[src/rtl/gates_if.sv]
// Stimulus/response bundle between the exerciser and the gates block.
interface gates_if;
  logic a;
  logic b;
  logic y1;
  logic y2;
  logic y3;
  logic y4;
  logic y5;
  logic y6;
  logic y7;

  modport master (output a, output b,
                  input y1, input y2, input y3, input y4, input y5, input y6, input y7);
  modport slave  (input a, input b,
                  output y1, output y2, output y3, output y4, output y5, output y6, output y7);
endinterface

[src/rtl/gates_exerciser.sv]
// Walks the gates block through all four a/b combinations, samples y1..y7
// after a settle delay and reports pass/fail with per-combination detail.
//
// state  | meaning
// IDLE   | waiting for start, a=b=0
// SETTLE | holding a/b for the current combo while gates outputs settle
// SAMPLE | one cycle: compare y against the expected vector, advance combo
// DONE   | results valid and held, a=b=1, start re-arms
module gates_exerciser #(
  parameter int unsigned SETTLE = 2
) (
  input  logic          clk,
  input  logic          rst,
  input  logic          start,
  gates_if.master       gif,
  output logic          busy,
  output logic          done,
  output logic          pass,
  output logic [2:0]    err_count,
  output logic [3:0]    err_mask,
  output logic [6:0]    fail_bits
);

  typedef enum logic [1:0] {S_IDLE, S_SETTLE, S_SAMPLE, S_DONE} state_t;

  localparam logic [3:0] SETTLE_LD = 4'(SETTLE - 1);

  state_t     state, state_nxt;
  logic [1:0] combo, combo_nxt, combo_inc;
  logic [3:0] cnt, cnt_nxt;
  logic       a_q, b_q, a_nxt, b_nxt;
  logic       busy_nxt, done_nxt, pass_nxt;
  logic [2:0] ec_nxt;
  logic [3:0] mask_nxt;
  logic [6:0] fb_nxt;
  logic [6:0] y_vec, exp_y, diff;

  assign gif.a     = a_q;
  assign gif.b     = b_q;
  assign y_vec     = {gif.y7, gif.y6, gif.y5, gif.y4, gif.y3, gif.y2, gif.y1};
  assign diff      = y_vec ^ exp_y;
  assign combo_inc = combo + 2'd1;

  // Bit order {XNOR, XOR, NOR, NAND, NOT a, OR, AND}
  always_comb begin
    exp_y = 7'h43;
    case (combo)
      2'd0:    exp_y = 7'h5C;
      2'd1:    exp_y = 7'h2E;
      2'd2:    exp_y = 7'h2A;
      default: exp_y = 7'h43;
    endcase
  end

  always_ff @(posedge clk) begin
    if (rst) begin
      state     <= S_IDLE;
      combo     <= 2'd0;
      cnt       <= 4'd0;
      a_q       <= 1'b0;
      b_q       <= 1'b0;
      busy      <= 1'b0;
      done      <= 1'b0;
      pass      <= 1'b0;
      err_count <= 3'd0;
      err_mask  <= 4'd0;
      fail_bits <= 7'd0;
    end else begin
      state     <= state_nxt;
      combo     <= combo_nxt;
      cnt       <= cnt_nxt;
      a_q       <= a_nxt;
      b_q       <= b_nxt;
      busy      <= busy_nxt;
      done      <= done_nxt;
      pass      <= pass_nxt;
      err_count <= ec_nxt;
      err_mask  <= mask_nxt;
      fail_bits <= fb_nxt;
    end
  end

  always_comb begin
    state_nxt = state;
    combo_nxt = combo;
    cnt_nxt   = cnt;
    a_nxt     = a_q;
    b_nxt     = b_q;
    busy_nxt  = busy;
    done_nxt  = done;
    pass_nxt  = pass;
    ec_nxt    = err_count;
    mask_nxt  = err_mask;
    fb_nxt    = fail_bits;
    case (state)
      S_IDLE, S_DONE: begin
        if (start) begin
          state_nxt = S_SETTLE;
          combo_nxt = 2'd0;
          cnt_nxt   = SETTLE_LD;
          a_nxt     = 1'b0;
          b_nxt     = 1'b0;
          busy_nxt  = 1'b1;
          done_nxt  = 1'b0;
          pass_nxt  = 1'b0;
          ec_nxt    = 3'd0;
          mask_nxt  = 4'd0;
          fb_nxt    = 7'd0;
        end
      end
      S_SETTLE: begin
        if (cnt == 4'd0) state_nxt = S_SAMPLE;
        else             cnt_nxt   = cnt - 4'd1;
      end
      S_SAMPLE: begin
        if (diff != 7'd0) begin
          mask_nxt[combo] = 1'b1;
          ec_nxt          = err_count + 3'd1;
          fb_nxt          = fail_bits | diff;
        end
        if (combo != 2'd3) begin
          state_nxt = S_SETTLE;
          combo_nxt = combo_inc;
          cnt_nxt   = SETTLE_LD;
          a_nxt     = combo_inc[1];
          b_nxt     = combo_inc[0];
        end else begin
          // pass is decided on the final sample, including its own result
          state_nxt = S_DONE;
          busy_nxt  = 1'b0;
          done_nxt  = 1'b1;
          pass_nxt  = (ec_nxt == 3'd0);
        end
      end
      default: state_nxt = S_IDLE;
    endcase
  end

endmodule

[src/flat_wrapper.sv]
// flat-port wrapper written by rule: the top's interface ports become plain ports
module gates_exerciser_flat 
#(
  parameter int unsigned SETTLE = 2
)
  (clk, rst, start, busy, done, pass, err_count, err_mask, fail_bits, gif_a, gif_b, gif_y1, gif_y2, gif_y3, gif_y4, gif_y5, gif_y6, gif_y7);
  gates_if gif_i ();
  input  logic clk;
  input  logic rst;
  input  logic start;
  output logic busy;
  output logic done;
  output logic pass;
  output logic [2:0] err_count;
  output logic [3:0] err_mask;
  output logic [6:0] fail_bits;
  output wire logic [$bits(gif_i.a)-1:0] gif_a;
  output wire logic [$bits(gif_i.b)-1:0] gif_b;
  input wire logic [$bits(gif_i.y1)-1:0] gif_y1;
  input wire logic [$bits(gif_i.y2)-1:0] gif_y2;
  input wire logic [$bits(gif_i.y3)-1:0] gif_y3;
  input wire logic [$bits(gif_i.y4)-1:0] gif_y4;
  input wire logic [$bits(gif_i.y5)-1:0] gif_y5;
  input wire logic [$bits(gif_i.y6)-1:0] gif_y6;
  input wire logic [$bits(gif_i.y7)-1:0] gif_y7;
  assign gif_a = gif_i.a;
  assign gif_b = gif_i.b;
  assign gif_i.y1 = gif_y1;
  assign gif_i.y2 = gif_y2;
  assign gif_i.y3 = gif_y3;
  assign gif_i.y4 = gif_y4;
  assign gif_i.y5 = gif_y5;
  assign gif_i.y6 = gif_y6;
  assign gif_i.y7 = gif_y7;
  gates_exerciser #(.SETTLE(SETTLE)) u_core (.clk(clk), .rst(rst), .start(start), .gif(gif_i), .busy(busy), .done(done), .pass(pass), .err_count(err_count), .err_mask(err_mask), .fail_bits(fail_bits));
endmodule
[config.mk]
export PLATFORM = sky130hd
export DESIGN_NAME = gates_exerciser_flat
export DESIGN_NICKNAME = d
export VERILOG_FILES = /design/src/rtl/gates_if.sv /design/src/rtl/gates_exerciser.sv /design/src/flat_wrapper.sv
export SDC_FILE = /design/constraint.sdc
export NUM_CORES = 1
export LEC_CHECK = 0
export ABC_AREA = 0
export CAP_MARGIN = 20
export CELL_PAD_IN_SITES_DETAIL_PLACEMENT = 0
export CELL_PAD_IN_SITES_GLOBAL_PLACEMENT = 1
export CORE_MARGIN = 5
export CORE_UTILIZATION = 36
export CTS_BUF_LIST = sky130_fd_sc_hd__clkbuf_2
export CTS_CLUSTER_DIAMETER = 80
export DETAILED_ROUTE_END_ITERATION = 8
export MAX_ROUTING_LAYER = met4
export PLACE_DENSITY = 0.86
export SLEW_MARGIN = 20
export SYNTH_ARGS = -nofsm -noshare
export SYNTH_HDL_FRONTEND = slang
export SYNTH_SLANG_ARGS = --single-unit
[constraint.sdc]
create_clock -name clk -period 1.8 [get_ports clk]
set_clock_uncertainty 0.05 [all_clocks]
set_input_delay 0.27 -clock clk [delete_from_list [all_inputs] [get_ports clk]]
set_output_delay 0.27 -clock clk [all_outputs]
set_load 0.03 [all_outputs]
==> run_1/final_congestion.png <==
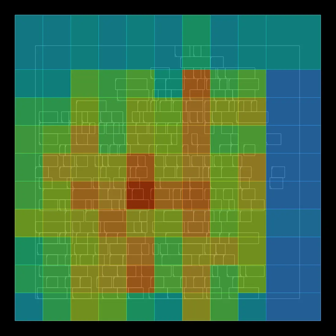
final core utilization: 0.5410
met1 Resource Use GR: 0.2142
post-DR wirelength/cell: 13.80 um

==> run_1/met3.png <==
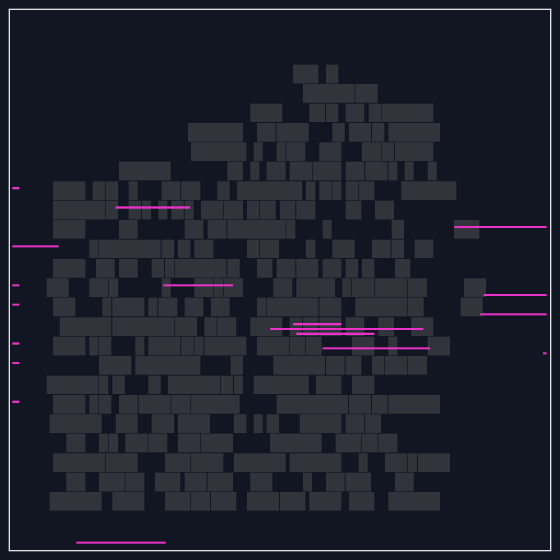
longest straight run = 21.2 um
main direction = horizontal
nets with wire on the layer = 17
share of all routed wire = 3.2%
wire length on this layer = 125 um
detailed-route via count: 1498
GR Layer Usage met3: 0.01319
WL final: 3932 um

==> run_1/drive_strength.png <==
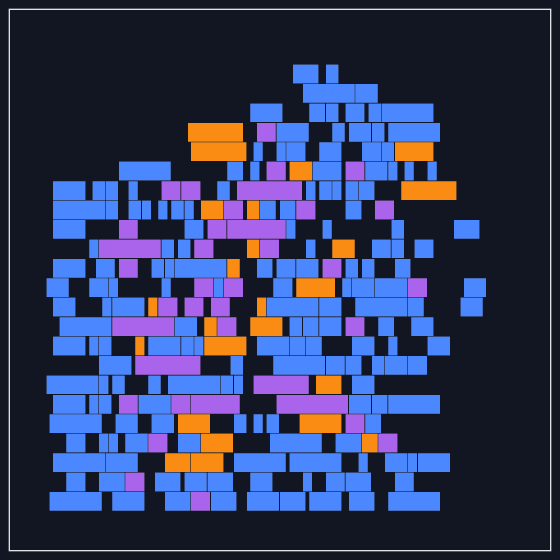
blue -> drive 1 or less  # cells 174, share 74%, most used dfxtp_1
orange -> drive 2  # cells 24, share 10%
purple -> drive 3 to 4  # cells 37, share 16%, most used buf_4

==> run_1/gate_families.png <==
The bar under the picture is 20 um long.
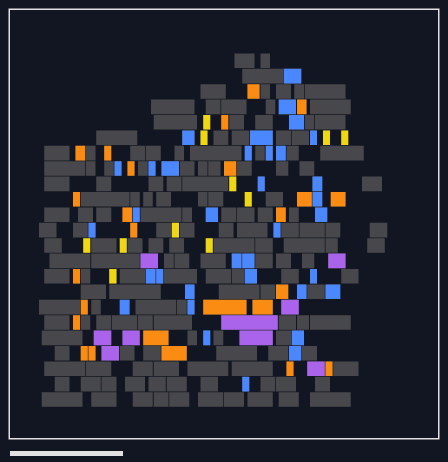
yellow -> inverters  # cells 11
purple -> XOR/XNOR gates  # cells 9
orange -> NOR gates  # cells 25
blue -> NAND gates  # cells 35
multi-input combinational area share: 0.4782
most frequent logic cell in the layout: buf_4

==> reports/qor.csv, run 1 <==
stage,metric,value,unit
status,status,finished clean,
clock_tree,CTS tree,done,
setup_path,Critical Path Source Type,register,
power_and_ir_drop,Seq pwr share,0.413,
min_path,min-delay src,u_core.err_mask[1]$_SDFFE_PP0P_,
placement,Post-DP Area,2067,um2
power_and_ir_drop,P_leak,1.077,nW
synth,Commonest flop,dfxtp_1,
placement,routability cong.,0.7961,
synth,"Distinct cells, synth",53,
setup_path,Critical Path AT,1.94,ns
routing,via density per instance,5.256,
power_and_ir_drop,Pint,968.5,uW
timing,sum of negative setup slack,0,ns
global_routing,largest net degree at the start of global routing,15,
setup_path,slowest CP cell,dfxtp_4,
synth,average size of a mapped cell,8.511,um2
layout,share of cells above drive strength 1,0.2596,
layout,area grow syn2layout,42.73,%
placement,IO Port Bufs,28,
setup_path,reg2reg setup slack,0.07,ns
layout,post-route insts no fill,285,
synth,Top-area cell share,0.3231,
timing,Fin. Hold Viols,0,
synth,Gate Count Post-Synth,182,
clock_tree,CTS Buf Count,3,
synth,Yosys top cell by area,dfxtp_1,
timing,fmax,0.5776,GHz
setup_path,RR Startpoint,u_core.gif.a$_SDFFE_PP0P_,
power_and_ir_drop,PwrDens,697.8,nW/um2
synth,Post-synth seq share,0.3231,
power_and_ir_drop,clock power share,0.147,
routing,DRC Markers,0,
clock_tree,clock root cell,clkbuf_2,
timing,Max Transition Viols Final,0,
setup_path,worst setup path category,reg -> reg,
timing,Worst Hold Slack,0.4300,ns
layout,diode count,0,
setup_path,CP max FO,5,
floorplan,Placeable Area,4086,um2
timing,unrepaired setup endpoints after global routing,true,
global_routing,"Remaining Overflow, GRT",0,
floorplan,Die ar.,5715,um2
routing,initial DRC count,100,
layout,Filler cells,380,
synth,Top cells by area,"dfxtp_1 32%, ha_1 8.1%, a21oi_1 4.2%",
-- run 1: how the worst max path moves through the flow --
stage | startpoint | endpoint | slack, ns
2_1_floorplan | u_core.gif.b$_SDFFE_PP0P_ | u_core.err_mask[0]$_SDFFE_PP0P_ | 0.03
3_3_place_gp | gif_y4 | u_core.err_mask[1]$_SDFFE_PP0P_ | -0.11
3_5_place_dp | gif_y4 | u_core.err_mask[2]$_SDFFE_PP0P_ | -0.15
4_1_cts | u_core.busy$_SDFFE_PP0P_ | busy | 0.003
5_1_grt | u_core.gif.b$_SDFFE_PP0P_ | u_core.err_count[1]$_SDFFE_PP0P_ | -0.03
6_report | u_core.gif.a$_SDFFE_PP0P_ | u_core.err_count[1]$_SDFFE_PP0P_ | 0.07
-- run 1: power by group through the flow --
| stage | registers, mW | logic [mW] | clock network [mW] |
|---|---|---|---|
| after floorplan | 0.707 | 0.302 | 0 |
| after global placement | 0.644 | 0.624 | 0 |
| after detailed placement | 0.645 | 0.627 | 0 |
| after CTS | 0.634 | 0.633 | 0.239 |
| after global routing | 0.646 | 0.746 | 0.267 |
| final | 0.637 | 0.679 | 0.227 |
-- run 1: layout make-up --
class	instances	area, um2	area share
clock buffers	3	15.01	0.006791
clock inverters	1	5.005	0.002264
inverters	11	41.29	0.01868
multi-input cells	138	1057	0.4782
flip-flops and latches	25	511.7	0.2315
well taps	50	62.56	0.02830
repair buffers	57	518.0	0.2343
-- run 1: tightest hold or removal path, stage by stage (launching register included) --
cell	delay (ns)
dfxtp_1	0.37
nand2_1	0.06
o21ai_1	0.05
-- run 1: per-stage QoR --
stage | util | power [mW]
6_report | 0.5410 | 1.543
4_1_cts | 0.5150 | 1.505
2_1_floorplan | - | 1.009
3_3_place_gp | 0.5058 | 1.269
3_5_place_dp | 0.5058 | 1.272
5_1_grt | 0.5410 | 1.659
-- run 1: metal layers --
metal,track usage,part of all wire
met1,0.2142,0.49
met2,0.2339,0.47
met3,0.01319,0.032
met4,0.04466,0.0092
met5,-,0
-- run 1: layout by cell type (no fill, tap or decap), drive strengths merged, types with 4 or more instances in the layout --
cell and count:
buf 29, dfxtp 25, nand2 15, a21oi 14, nor2 12, clkdlybuf4s50 11, dlymetal6s2s 11, inv 11
ha 10, nand3 8, o21ai 8, nand2b 7, dlygate4sd2 6, xor2 5, nor3 5, o21a 4
xnor2 4, nor3b 4
-- run 1: registers in the layout, indices dropped and copies added, names as in the netlist --
register,flops
u_core.busy,1
u_core.cnt,4
u_core.done,1
u_core.err_count,3
u_core.err_mask,4
u_core.fail_bits,7
u_core.gif.a,1
u_core.gif.b,1
u_core.pass,1
u_core.state,2
-- run 1: kinds of logic (layout without fill, tap and decap cells) --
group | after synthesis | after routing | share of synthesized area
compound gates | 53 | 53 | 0.2431
simple gates | 65 | 65 | 0.2415
flops | 25 | 25 | 0.3231
fa+ha+maj | 10 | 10 | 0.08078
xor+xnor | 9 | 9 | 0.05574
mux | 1 | 1 | 0.006462
buf+inv | 19 | 72 | 0.04927
-- run 1: timing repair --
item / CTS / global route
resized: 9 / 28
setup buffers: 1 / 1
setup endpoints to repair: 13 / 27
hold buffers: 0 / 0
cloned: 0 / 0
pin swaps: 1 / 7
==> run 1 -> run 2 <==
--- a/config.mk
+++ b/config.mk
@@ -14,6 +14,7 @@
 export CTS_BUF_LIST = sky130_fd_sc_hd__clkbuf_2
 export CTS_CLUSTER_DIAMETER = 80
 export DETAILED_ROUTE_END_ITERATION = 8
+export GPL_ROUTABILITY_DRIVEN = 0
 export MAX_ROUTING_LAYER = met4
 export PLACE_DENSITY = 0.86
 export SLEW_MARGIN = 20
==> run_2/final_congestion.png <==
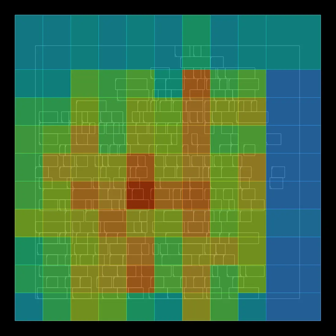
gr busiest metal: met2
met2 Use GR: 0.2339
GRT Util Overall: 0.1528

==> run_2/gate_families.png <==
The bar under the picture is 20 um long.
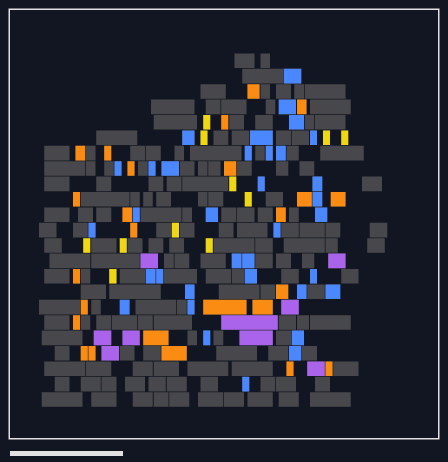
purple -> XOR/XNOR gates  # cells 9
orange -> NOR gates  # cells 25
blue -> NAND gates  # cells 35
yellow -> inverters  # cells 11

==> run 2 against run 1 <==
Compared with the run above:
- core utilization stayed put
- worst hold slack stayed put
- sequential share of layout area stayed put
- first-iteration DRC count stayed put
- setup slack stayed put
- area after synthesis stayed put
- maximum frequency stayed put
- routed wire length stayed put
- combinational power hardly changed
==> reports/qor.csv, run 2 <==
stage,metric,value,unit,change
status,status,finished clean,,unchanged
layout,most numerous logic cells after layout,"29 x buf_4, 20 x dfxtp_1, 14 x nand2_1",,unchanged
layout,post-route insts no fill,285,,unchanged
routing,detailed-route via count,1498,,unchanged
placement,Post-DP Area,2067,um2,unchanged
clock_tree,CTS Buf Count,3,,unchanged
layout,top flop regs,"u_core.fail_bits (7), u_core.cnt (4), u_core.err_mask (4)",,unchanged
routing,WL final,3932,um,unchanged
power_and_ir_drop,PwrDens,697.8,nW/um2,unchanged
synth,Top-area cell share,0.3231,,unchanged
clock_tree,CTS tree,done,,unchanged
clock_tree,CTS hold repair buffers,0,,unchanged
synth,Commonest flop,dfxtp_1,,unchanged
clock_tree,clock root cell,clkbuf_2,,unchanged
synth,Gate Count Post-Synth,182,,unchanged
synth,Post-synth seq share,0.3231,,unchanged
routing,initial DRC count,100,,unchanged
layout,share of cells above drive strength 1,0.2596,,unchanged
timing,fmax,0.5776,GHz,unchanged
setup_path,Critical Path Source Type,register,,unchanged
layout,number of flip-flops under the largest register name,7,,unchanged
power_and_ir_drop,Seq pwr share,0.413,,about the same
setup_path,worst setup path category,reg -> reg,,unchanged
setup_path,CP max FO,5,,unchanged
power_and_ir_drop,P_leak,1.077,nW,unchanged
placement,IO Port Bufs,28,,unchanged
synth,Yosys top cell by area,dfxtp_1,,unchanged
layout,final core utilization,0.5410,,unchanged
layout,Top reg by flops,u_core.fail_bits,,unchanged
setup_path,Critical Path AT,1.94,ns,about the same
timing,Fin. Hold Viols,0,,unchanged
synth,"Distinct cells, synth",53,,unchanged
timing,unrepaired setup endpoints after global routing,true,,unchanged
run 2: cell counts in the layout (fill, tap and decap cells not counted):
No cell type changed its count.
run 2: path summary, 6_finish.rpt:
path                                      endpoint                       startpoint  cells after the start  slack [ns]
setup reg to reg  u_core.err_count[1]$_SDFFE_PP0P_        u_core.gif.a$_SDFFE_PP0P_                      6        0.07
hold / removal     u_core.err_mask[1]$_SDFFE_PP0P_  u_core.err_mask[1]$_SDFFE_PP0P_                      2        0.43
setup / recovery  u_core.err_count[1]$_SDFFE_PP0P_        u_core.gif.a$_SDFFE_PP0P_                      6        0.07
hold reg to reg    u_core.err_mask[1]$_SDFFE_PP0P_  u_core.err_mask[1]$_SDFFE_PP0P_                      2        0.43
run 2: cells by family (layout without fill, tap and decap cells):
logic type               after synthesis  count (layout)  synth area share
flip-flops                            25              25            0.3231
AND/OR/NAND/NOR                       65              65            0.2415
multiplexers                           1               1          0.006462
AND-OR/OR-AND                         53              53            0.2431
buffers and inverters                 19              72           0.04927
XOR/XNOR                               9               9           0.05574
adder cells (fa/ha/maj)               10              10           0.08078
run 2: power groups by stage:
stage / logic (mW) / clock network [mW] / registers (mW)
3_3_place_gp: 0.624 / 0 / 0.644
5_1_grt: 0.746 / 0.267 / 0.646
6_report: 0.679 / 0.227 / 0.637
3_5_place_dp: 0.627 / 0 / 0.645
4_1_cts: 0.633 / 0.239 / 0.634
2_1_floorplan: 0.302 / 0 / 0.707
run 2: critical path, delay by kind of cell (launching register included):
kind                       cells  cell delay [ns]
adders and majority gates      1             0.29
and+or+nand+nor                2             0.47
buffers and inverters          1             0.05
AOI/OAI and AO/OA              2             0.35
DFF                            1             0.42
run 2: final cells by class:
class / count / area (um2)
Tap cell: 50 / 62.56
Clock inverter: 1 / 5.005
Sequential cell: 25 / 511.7
Inverter: 11 / 41.29
Timing Repair Buffer: 57 / 518.0
Clock buffer: 3 / 15.01
Fill cell: 380 / 1876
Multi-Input combinational cell: 138 / 1057
run 2: stage by stage:
stage	hold WS (ns)	setup WS, ns	total power, mW	setup TNS (ns)
floorplan	0.3950	0.03249	1.009	0
global placement	0.3942	-0.1146	1.269	-0.6702
detailed placement	0.3952	-0.1537	1.272	-0.8777
CTS	0.4220	0.003164	1.505	0
global route	0.4531	-0.02823	1.659	-0.02956
finish	0.4300	0.06867	1.543	0
run 2: repair_timing:
action,4_1_cts,5_1_grt
resized,9,28
buffers inserted,1,1
endpoints found under the setup margin,13,27
pin swaps,1,7
endpoints found under the hold margin,0,0
run 2: layer usage:
metal / vias to the layer above / global-route usage / part of all wire
met4: 0 / 0.04466 / 0.0092
met1: 709 / 0.2142 / 0.49
li1: 764 / - / -
met5: - / - / 0
met3: 2 / 0.01319 / 0.032
met2: 23 / 0.2339 / 0.47
==> run 2 -> run 3 <==
--- a/config.mk
+++ b/config.mk
@@ -13,6 +13,7 @@
 export CORE_UTILIZATION = 36
 export CTS_BUF_LIST = sky130_fd_sc_hd__clkbuf_2
 export CTS_CLUSTER_DIAMETER = 80
+export CTS_CLUSTER_SIZE = 16
 export DETAILED_ROUTE_END_ITERATION = 8
 export GPL_ROUTABILITY_DRIVEN = 0
 export MAX_ROUTING_LAYER = met4
==> run_3/final_congestion.png <==
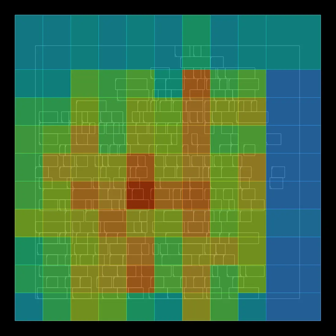

==> run_3/drive_strength.png <==
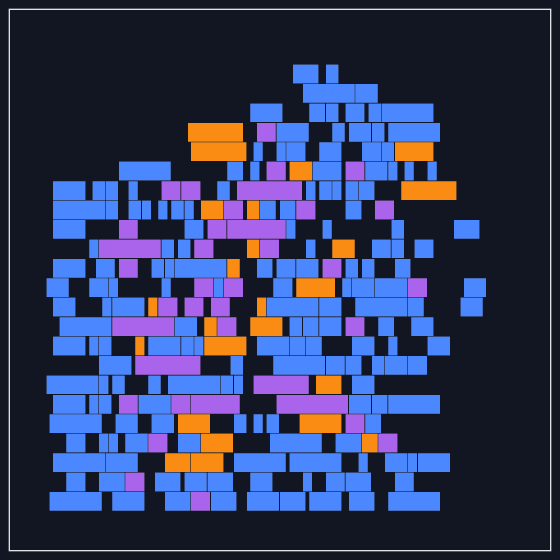
blue -> drive 1 or less  # cells 174, share 74%, most used dfxtp_1
orange -> drive 2  # cells 24, share 10%
purple -> drive 3 to 4  # cells 37, share 16%, most used buf_4
final std cell area, no fill: 2211 um2
Signal buffers: 57
worst setup slack after layout: 0.06867 ns
area grow syn2layout: 42.73%

==> run 3 against run 2 <==
Compared with the run above:
- critical path depth is the same
- final cell count unchanged
- worst hold slack is the same
- combinational power about the same
- maximum frequency did not move
==> reports/qor.csv, run 3 <==
stage,metric,value,unit,change
synth,Post-synth seq share,0.3231,,unchanged
clock_tree,clock root cell,clkbuf_2,,unchanged
setup_path,R2R cell count,6,,unchanged
routing,Top Metal Used,met4,,unchanged
layout,diode count,0,,unchanged
layout,share of cells above drive strength 1,0.2596,,unchanged
global_routing,largest net degree at the start of global routing,15,,unchanged
setup_path,Critical Path Source Type,register,,unchanged
floorplan,Placeable Area,4086,um2,unchanged
layout,most frequent logic cell in the layout,buf_4,,unchanged
placement,Post-DP Area,2067,um2,unchanged
global_routing,GRT Util Overall,0.1528,,unchanged
status,status,finished clean,,unchanged
power_and_ir_drop,Pint,968.5,uW,unchanged
synth,Top cells by area,"dfxtp_1 32%, ha_1 8.1%, a21oi_1 4.2%",,unchanged
timing,unrepaired setup endpoints after global routing,true,,unchanged
synth,"Distinct cells, synth",53,,unchanged
routing,via density per instance,5.256,,unchanged
clock_tree,CTS tree,done,,unchanged
layout,top flop regs,"u_core.fail_bits (7), u_core.cnt (4), u_core.err_mask (4)",,unchanged
routing,Metal-1 WL,1929,um,unchanged
synth,Gate Count Post-Synth,182,,unchanged
floorplan,Die ar.,5715,um2,unchanged
synth,Yosys top cell by area,dfxtp_1,,unchanged
routing,Met3 Wirelength,125,um,unchanged
setup_path,Critical Path AT,1.94,ns,about the same
layout,most numerous logic cells after layout,"29 x buf_4, 20 x dfxtp_1, 14 x nand2_1",,unchanged
clock_tree,CTS Buf Count,3,,unchanged
routing,initial DRC count,100,,unchanged
==> run 3: cell counts after synthesis <==
No cell type changed its count.
==> run 3: worst max-delay path: cells and delay by family (launching register included) <==
kind / cells / cell delay (ns)
adder cells (fa/ha/maj): 1 / 0.29
AND/OR/NAND/NOR: 2 / 0.47
buffers and inverters: 1 / 0.05
flip-flops: 1 / 0.42
AND-OR/OR-AND: 2 / 0.35
==> run 3: path summary, 6_finish.rpt <==
check	startpoint	to	slack [ns]
max reg2reg	u_core.gif.a$_SDFFE_PP0P_	u_core.err_count[1]$_SDFFE_PP0P_	0.07
min	u_core.err_mask[1]$_SDFFE_PP0P_	u_core.err_mask[1]$_SDFFE_PP0P_	0.43
max	u_core.gif.a$_SDFFE_PP0P_	u_core.err_count[1]$_SDFFE_PP0P_	0.07
min reg2reg	u_core.err_mask[1]$_SDFFE_PP0P_	u_core.err_mask[1]$_SDFFE_PP0P_	0.43
==> run 3: cells by family (layout without fill, tap and decap cells) <==
group	after synthesis	after routing	synth area share
xor+xnor	9	9	0.05574
simple gates	65	65	0.2415
compound gates	53	53	0.2431
mux	1	1	0.006462
buf+inv	19	72	0.04927
flops	25	25	0.3231
fa+ha+maj	10	10	0.08078
==> run 3: routing by layer <==
layer	track usage	vias to the layer above
met5	-	-
met4	0.04466	0
met1	0.2142	709
met2	0.2339	23
li1	-	764
met3	0.01319	2
==> run 3: power by group through the flow <==
stage	sequential [mW]	combinational (mW)	clock [mW]
2_1_floorplan	0.707	0.302	0
3_3_place_gp	0.644	0.624	0
3_5_place_dp	0.645	0.627	0
4_1_cts	0.634	0.633	0.239
5_1_grt	0.646	0.746	0.267
6_report	0.637	0.679	0.227
==> run 3: through the flow <==
step                std cells  power, mW  hold slack, ns  worst slack [ns]  setup TNS, ns
finish                    285      1.543          0.4300           0.06867              0
floorplan                 182      1.009          0.3950           0.03249              0
global route              285      1.659          0.4531          -0.02823       -0.02956
global placement          279      1.269          0.3942           -0.1146        -0.6702
CTS                       284      1.505          0.4220          0.003164              0
detailed placement        279      1.272          0.3952           -0.1537        -0.8777
==> run 3: what timing repair did <==
item / 4_1_cts / 5_1_grt
endpoints found under the setup margin: 13 / 27
gates resized: 9 / 28
pin swaps: 1 / 7
gates cloned: 0 / 0
setup buffers: 1 / 1
hold buffers: 0 / 0
==> run 3: layout make-up <==
| cell class | instances | area [um2] |
|---|---|---|
| Fill cell | 380 | 1876 |
| Multi-Input combinational cell | 138 | 1057 |
| Timing Repair Buffer | 57 | 518.0 |
| Sequential cell | 25 | 511.7 |
| Tap cell | 50 | 62.56 |
| Inverter | 11 | 41.29 |
| Clock buffer | 3 | 15.01 |
| Clock inverter | 1 | 5.005 |
Power is estimated from default activity; no workload was simulated.
